run_1/layers.png
(2 px per µm) Only two layers are drawn.
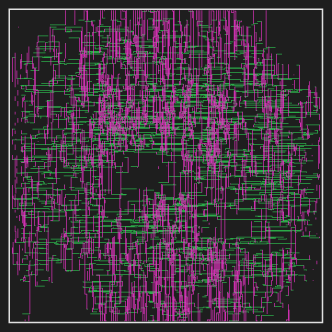
run_1/closeup.png
Region (58, 58) to (98, 98) µm. Cells in grey, sequential cells in the stronger grey; small squares are vias.
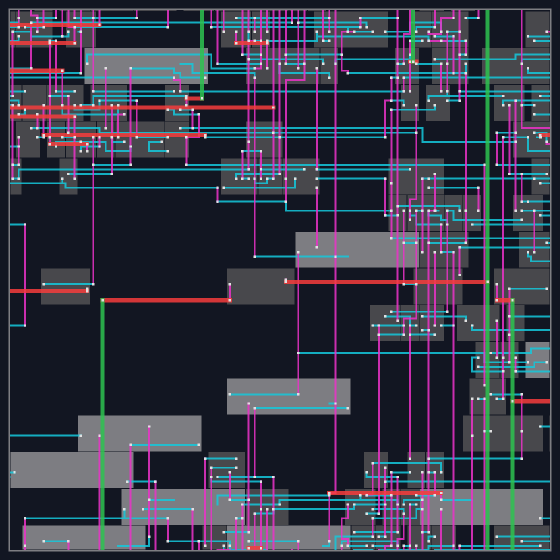
run_1/m2.png
(2 px per µm) Cells faint in the background.
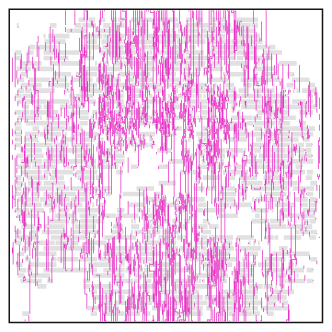
### src/rtl/csa_reduce_pipe.sv
// Pipelined carry-save reduction of NUM_OPS unsigned operands.
// Each reduction level runs one rank of 3:2 full-adder cells and is registered.
// A final stage registers the sum/carry pair plus their carry-propagate total.
// All arithmetic wraps mod 2^WIDTH.
//
// Handshake: a transaction moves on an edge where valid & ready are both high.
// Every stage, valid bits included, advances together when advance = out_ready | ~out_valid.
// in_ready equals advance. out_* hold steady while out_valid=1 and out_ready=0.
module csa_reduce_pipe #(
    parameter int WIDTH   = 32,
    parameter int NUM_OPS = 4
) (
    input  logic                     clk,
    input  logic                     rst,
    input  logic                     in_valid,
    output logic                     in_ready,
    input  logic [NUM_OPS*WIDTH-1:0] in_ops,
    output logic                     out_valid,
    input  logic                     out_ready,
    output logic [WIDTH-1:0]         out_sum,
    output logic [WIDTH-1:0]         out_carry,
    output logic [WIDTH-1:0]         out_result
);

    // Number of vectors still alive at the input of reduction level lvl.
    function automatic int ops_at(input int lvl);
        int n;
        n = NUM_OPS;
        for (int i = 0; i < 8; i++) begin
            if (i < lvl) n = 2 * (n / 3) + (n % 3);
        end
        return n;
    endfunction

    // A level exists wherever more than two vectors remain.
    function automatic int num_levels();
        int l;
        l = 0;
        for (int i = 0; i < 8; i++) begin
            if (ops_at(i) > 2) l = i + 1;
        end
        return l;
    endfunction

    // Keeps indices in range on unrolled paths that are never taken.
    function automatic int clamp_idx(input int x);
        return (x > NUM_OPS - 1) ? NUM_OPS - 1 : x;
    endfunction

    function automatic int prev_idx(input int lvl);
        return (lvl == 0) ? 0 : lvl - 1;
    endfunction

    localparam int LEVELS = num_levels();

    logic                 advance;
    logic [WIDTH-1:0]     stage_d [LEVELS][NUM_OPS];
    logic [WIDTH-1:0]     stage_q [LEVELS][NUM_OPS];
    logic [LEVELS-1:0]    stage_v;
    logic [WIDTH-1:0]     src [NUM_OPS];
    logic [WIDTH-1:0]     a;
    logic [WIDTH-1:0]     b;
    logic [WIDTH-1:0]     c;

    assign advance  = out_ready | ~out_valid;
    assign in_ready = advance;

    // Next contents of each level register.
    // Operand groups {3j,3j+1,3j+2} collapse to sum at slot 2j and carry at slot 2j+1.
    // Leftover operands move down unchanged behind the new vectors.
    always_comb begin
        a = '0;
        b = '0;
        c = '0;
        for (int k = 0; k < NUM_OPS; k++) src[k] = '0;
        for (int lvl = 0; lvl < LEVELS; lvl++) begin
            for (int k = 0; k < NUM_OPS; k++) begin
                src[k] = (lvl == 0) ? in_ops[k*WIDTH +: WIDTH] : stage_q[prev_idx(lvl)][k];
                stage_d[lvl][k] = '0;
            end
            for (int j = 0; j < NUM_OPS / 3; j++) begin
                if (j < ops_at(lvl) / 3) begin
                    a = src[3*j];
                    b = src[3*j+1];
                    c = src[3*j+2];
                    stage_d[lvl][2*j]   = a ^ b ^ c;
                    // Carry weight is one bit higher; the bit leaving the top is dropped.
                    stage_d[lvl][2*j+1] = ((a & b) | (a & c) | (b & c)) << 1;
                end
            end
            for (int r = 0; r < 2; r++) begin
                if (r < ops_at(lvl) % 3) begin
                    stage_d[lvl][clamp_idx(2 * (ops_at(lvl) / 3) + r)] =
                        src[clamp_idx(3 * (ops_at(lvl) / 3) + r)];
                end
            end
        end
    end

    // Level data registers.
    // Data in bubble stages is don't-care, so these have no reset.
    always_ff @(posedge clk) begin
        if (advance) stage_q <= stage_d;
    end

    // Valid pipeline and final output stage, cleared asynchronously by reset.
    always_ff @(posedge clk or posedge rst) begin
        if (rst) begin
            stage_v    <= '0;
            out_valid  <= 1'b0;
            out_sum    <= '0;
            out_carry  <= '0;
            out_result <= '0;
        end else if (advance) begin
            stage_v[0] <= in_valid;
            for (int l = 1; l < LEVELS; l++) stage_v[l] <= stage_v[l-1];
            out_valid  <= stage_v[LEVELS-1];
            out_sum    <= stage_q[LEVELS-1][0];
            out_carry  <= stage_q[LEVELS-1][1];
            out_result <= stage_q[LEVELS-1][0] + stage_q[LEVELS-1][1];
        end
    end

endmodule
### config.mk
export PLATFORM = sky130hd
export DESIGN_NAME = csa_reduce_pipe
export DESIGN_NICKNAME = d
export VERILOG_FILES = /design/src/rtl/csa_reduce_pipe.sv
export SDC_FILE = /design/constraint.sdc
export NUM_CORES = 1
export LEC_CHECK = 0
export CORE_MARGIN = 2
export CORE_UTILIZATION = 50
export CTS_BUF_LIST = sky130_fd_sc_hd__clkbuf_8
export DETAILED_ROUTE_END_ITERATION = 6
export PLACE_DENSITY = 0.78
export REMOVE_ABC_BUFFERS = 1
export SYNTH_ARGS = -nofsm -noshare
export SYNTH_HDL_FRONTEND = slang
export SYNTH_SLANG_ARGS = --single-unit
### constraint.sdc
create_clock -name clk -period 9 [get_ports clk]
set_input_delay 1.35 -clock clk [delete_from_list [all_inputs] [get_ports clk]]
set_output_delay 1.35 -clock clk [all_outputs]
set_load 0.02 [all_outputs]
==> flow_metrics.py, run 1 <==
# Auto-generated metrics
metrics = {
    "die": {
        "dieHeight_um": 156,
        "std_cell_rows": 55,
        "die-area_mm2": 0.0243,
        "coreArea_mm2": 0.0226,
        "floorplan.core_util": 0.510,
    },
    "layout": {
        "numSequentialCells": 255,
        "largestClassByArea": "flip-flops and latches",
        "mi_logic_area_mm2": 0.00418,
        "seq_area_frac": 0.483,
        "comb-cell-share": 0.282,
        "nNonClkInverters": 7,
        "fillers": 1657,
        "signal_buffers": 233,
        "fin_util": 0.656,
        "regArea_mm2": 0.00717,
        "num_antenna_cells": 0,
        "area_growth_pct": 28.8,
        "multiInputCombCellCount": 586,
        "layout.clock_buffers": 47,
        "top_cell_excl_fill_tap": "nand2_1",
    },
    "routing": {
        "vias_per_cell": 5.32,
        "detail-route-antenna-nets": 0,
        "vias": 7676,
        "total_detailed_routing_wirelength_um": 25200,
        "wl_per_cell_um": 17.5,
        "firstDrtPassIters": 5,
        "initialDrtViolationCount": 509,
    },
    "logic_synthesis": {
        "synthesis.area_per_instance_um2": 13.0,
        "synth-edff-count": 158,
        "synth-warning-count": 0,
        "ys.flops": 255,
        "post_synth_xor_area_fraction": 0.0121,
        "postSynth.topFlopCell": "edfxtp_1",
        "yosysUniqueCellTypes": 67,
        "top_logic_kind": "adder cells",
        "aoi_share": 0.0787,
        "synthSimpleGateAreaFrac": 0.125,
    },
    "critical_path": {
        "timing.critical_path.arrival_ns": 3.55,
        "worstPathMaxFanout": 126,
        "worst_setup_path_end_kind": "primary output",
        "worstSetupPathType": "in -> out",
        "required_ns": 7.65,
        "worstReg2RegStart": "out_valid",
    },
    "clock_tree": {
        "cts_hold_repair.buffers": 0,
        "clkSinkCount": 255,
        "clock_tree.htree_level_count": 2,
        "cts_root_buf": "clkbuf_8",
        "clk_pin_slew_ns": 0.06,
        "max-clock-path-buffers": 3,
        "cts_made_buffers": 42,
    },
    "placement": {
        "area_post_placement_mm2": 0.0141,
        "placement.setup.worst_slack_ns": 4.06,
        "io_buffers": 228,
        "place_hpwl_um": 17900,
    },
    "min_path": {
        "timing.hold.worst.class": "reg -> reg",
        "min_path_cells": 2,
        "timing.hold.worst.start": "stage_q[96]",
        "worst_hold_path.endpoint": "out_sum[0]",
    },
    "flow_run": {
        "tool_warnings": 27,
        "max-cap-violations": 0,
    },
    "timing": {
        "timing.final.crit_period_ns": 4.90,
        "worst_max_slew_margin_expressed_relative_to_the_limit": 0.281,
        "final_max_slew_viol_count": 0,
        "final.hold.worst_slack_ns": 0.462,
        "min_period_over_period": 0.545,
        "timing.final.setup_violations": 0,
        "maximum_clock_frequency_ghz": 0.204,
        "grt_setup_unrepaired": "false",
        "worst_tran_pin_value_ns": 1.08,
    },
    "global_route": {
        "grt_pass1_wl_um": 40100,
        "antenna_found_initial": 0,
        "grt_remaining_overflow": 0,
        "track_usage": 0.211,
        "grt_max_degree": 127,
    },
    "pwr": {
        "power.density_cell_area_mw_per_mm2": 352,
        "cellLeakagePower_uw": 0.00602,
    },
    "run_status": {
        "outcome": "complete, no violations",
    },
}
Notes on layers.png above:
- green: M1 (wire length 10300 µm)
- magenta: M2 (wire length 12500 µm)

Notes on closeup.png above:
- magenta: M2
- red: M3
- green: M4
- cyan: M1
- cells with their middle in the window: 80
- most frequent: nor2_1 (9), nand2_1 (9), a21oi_1 (9)
- sequential cells in the window: 9
- netlist names of flops here include: out_result (5), out_carry (2)

Notes on m2.png above:
- wire length on this layer: 12500 µm
- main direction: vertical
- share of all routed wire: 49%
- nets with wire on the layer: 1171
- longest straight run: 47.9 µm

## run 1: metrics by stage
step | TNS, ns | power, µW
after floorplan | -814.60 | 3410
after global placement | 0 | 4210
after global routing | 0 | 5600
after CTS | 0 | 5270
final | 0 | 5240
after detailed placement | 0 | 4310
## run 1: per-layer routing
| layer | global-route usage | wire [µm] | up-vias |
|---|---|---|---|
| met4 | 0.0721 | 639 | 0 |
| li1 | - | - | 3597 |
| met3 | 0.0569 | 1850 | 55 |
| met2 | 0.354 | 12500 | 274 |
| met1 | 0.269 | 10300 | 3750 |
| met5 | 0 | 0 | - |
## run 1: worst max path at each step
stage / slack [ns] / cells past startpoint / endpoint
after floorplan: -3.81 / 5 / out_result[29]
after global placement: 4.07 / 5 / in_ready
after detailed placement: 4.06 / 5 / in_ready
after CTS: 4.05 / 5 / in_ready
after global routing: 3.96 / 5 / in_ready
final: 4.10 / 5 / in_ready
## run 1: state kept, by name, indices dropped and copies added (netlist names)
signal	count
out_carry	31
out_result	31
a	32
c	32
stage_v	2
out_sum	32
b	31
out_valid	1
stage_q	63
## run 1: cells in the mapped netlist (10+ instances only)
master    number  area [µm²]
clkbuf_1      24        90.1
edfxtp_1     158        4740
nor2_1        36         135
o21a_1        10        75.1
xnor2_1       13         114
a21oi_1       42         210
nand2_1      249         935
fa_1          62        1240
dfrtp_1       97        2430
o21ai_0       13        65.1
ha_1          31         388
## run 1: power breakdown
part	internal [µW]	total, µW	switching [µW]
logic	952	2300	1350
registers	1750	2000	247
clock network	505	942	437
total	3210	5240	2030
## run 1: critical path, stage by stage
cell             delay [ns]
clkdlybuf4s50_1        0.51
nor2b_4                0.05
buf_4                  0.28
inv_8                  0.57
clkdlybuf4s50_1        0.74
run_1/placed.png
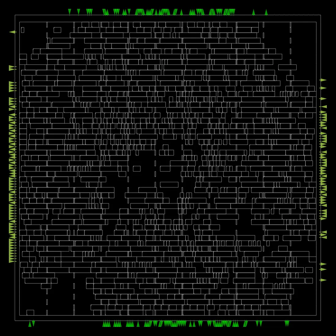

--- run 2 (diff from run 1) ---
clock period = 4.52 ns   (was 9 ns; I/O delays follow)
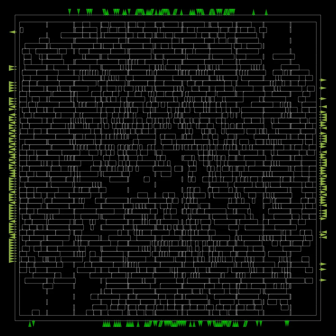
run_2/placed.png
row count: 55
post-layout util: 0.660

==> run 2 against run 1 <==
Net effect: final cell count is essentially flat; largest power group unchanged; clock skew down 0.0020 ns; critical path depth fell by 1; die size did not move; critical endpoint unchanged; worst hold slack worse by 0.0045 ns; register-to-register slack lost 4.4 ns; routed wire length fell by 3.0%.
==> flow_metrics.py, run 2 <==
# Auto-generated metrics
metrics = {
    "pwr": {
        "internal-power_uw": 6530,
        "power.net_switching_uw": 4020,
        "share_clk_of_total_power": 0.193,
        "seq_power_share": 0.376,
        "cellLeakagePower_uw": 0.00606,
        "sw_frac_of_total": 0.381,
        "power.density_cell_area_mw_per_mm2": 706,
    },
    "layout": {
        "num_antenna_cells": 0,
        "area_growth_pct": 29.5,
        "fillers": 1629,
        "top_cell_excl_fill_tap": "nand2_1",
        "mi_logic_area_mm2": 0.00418,
        "regArea_mm2": 0.00717,
    },
    "placement": {
        "io_buffers": 228,
        "place_hpwl_um": 17500,
    },
    "global_route": {
        "use_met3": 0.0550,
        "grt_use_met1": 0.264,
        "gr-usage-met2": 0.344,
        "grt.busiest_layer": "met2",
        "grt_pass1_wl_um": 39600,
        "track_usage": 0.206,
        "grt_max_degree": 99,
    },
    "critical_path": {
        "worst_setup_path_end_kind": "primary output",
        "crit_chain": "clkdlybuf4s50_1 > nor2b_4 > inv_8 > clkdlybuf4s50_1",
        "worstPathMaxFanout": 98,
        "required_ns": 3.84,
        "cpMaxStageDelayCell": "clkdlybuf4s50_1",
        "worstSetupPathType": "in -> out",
        "timing.critical_path.arrival_ns": 2.45,
    },
    "logic_synthesis": {
        "synth-edff-count": 158,
        "yosys.area.top_type": "edfxtp_1",
        "postSynth.topFlopCell": "edfxtp_1",
        "post-synth-top-area-fraction": 0.411,
        "synth-warning-count": 0,
        "yosysUniqueCellTypes": 67,
    },
    "routing": {
        "vias": 7594,
        "wl_per_cell_um": 16.9,
        "detail-route-antenna-nets": 0,
        "max_used_layer": "met4",
        "met3RoutedLength_um": 1700,
        "firstDrtPassIters": 5,
        "vias_per_cell": 5.26,
        "met2WireLength_um": 12100,
        "total_detailed_routing_wirelength_um": 24500,
        "initialDrtViolationCount": 478,
    },
    "timing": {
        "maximum_clock_frequency_ghz": 0.319,
        "grt_setup_unrepaired": "false",
        "final_max_slew_viol_count": 0,
        "worst_tran_pin_value_ns": 0.752,
        "worst_max_slew_margin_expressed_relative_to_the_limit": 0.492,
        "min_period_over_period": 0.693,
    },
    "die": {
        "dieHeight_um": 156,
        "coreArea_mm2": 0.0226,
        "floorplan.core_util": 0.510,
        "die-area_mm2": 0.0243,
    },
    "clock_tree": {
        "clock_tree.htree_level_count": 2,
        "cts_made_buffers": 41,
        "cts_hold_repair.buffers": 0,
        "max-clock-path-buffers": 3,
        "cts_root_buf": "clkbuf_8",
        "clk_pin_slew_ns": 0.05,
    },
    "min_path": {
        "timing.hold.worst.class": "reg -> reg",
    },
    "run_status": {
        "outcome": "complete, no violations",
    },
}
## run 2: cell counts after synthesis
No cell type changed its count.
## run 2: logic make-up after synthesis
logic type               synth area share
adder cells (fa/ha/maj)             0.141
multiplexers                      0.00434
flip-flops                          0.622
AND-OR/OR-AND                      0.0787
AND/OR/NAND/NOR                     0.125
XOR/XNOR                           0.0121
buffers and inverters              0.0164
other                            0.000325
## run 2: power by group through the flow
stage	combinational, µW	sequential, µW	clock [µW]
global placement	4410	3990	0
global route	5000	4070	2200
detailed placement	4530	4010	0
finish	4540	3970	2040
CTS	4560	3980	2090
floorplan	2360	4440	0
## run 2: worst max-delay path: cells and delay by family
| kind | cells | cell delay [ns] |
|---|---|---|
| buf+inv | 3 | 1.66 |
| simple gates | 1 | 0.07 |
## run 2: worst paths after layout
path,from,end,depth (start not counted)
worst max-delay path,out_ready,in_ready,4
worst min-delay path,stage_v[1],stage_v[1],2
worst max register to register,stage_q[82],out_result[22],7
worst min register to register,stage_v[1],stage_v[1],2
max in group asynchronous,rst,out_carry[2],3
min in group asynchronous,rst,out_sum[13],2
## run 2: through the flow
step	cells	hold WS [ns]	setup slack, ns	TNS [ns]
after global placement	1368	0.442	1.38	0
after detailed placement	1368	0.448	1.38	0
after global routing	1444	0.483	1.30	0
after floorplan	848	0.423	-7.62	-1747.57
final	1444	0.457	1.39	0
after CTS	1444	0.461	1.37	0
## run 2: cell type report
| class | count | area share |
|---|---|---|
| Timing Repair Buffer | 235 | 0.156 |
| Clock inverter | 31 | 0.0160 |
| Multi-Input combinational cell | 586 | 0.280 |
| Inverter | 7 | 0.00243 |
| Clock buffer | 45 | 0.0415 |
| Sequential cell | 255 | 0.480 |
| Tap cell | 285 | 0.0239 |
No activity file was given, so power comes from the tool's default toggle rates.
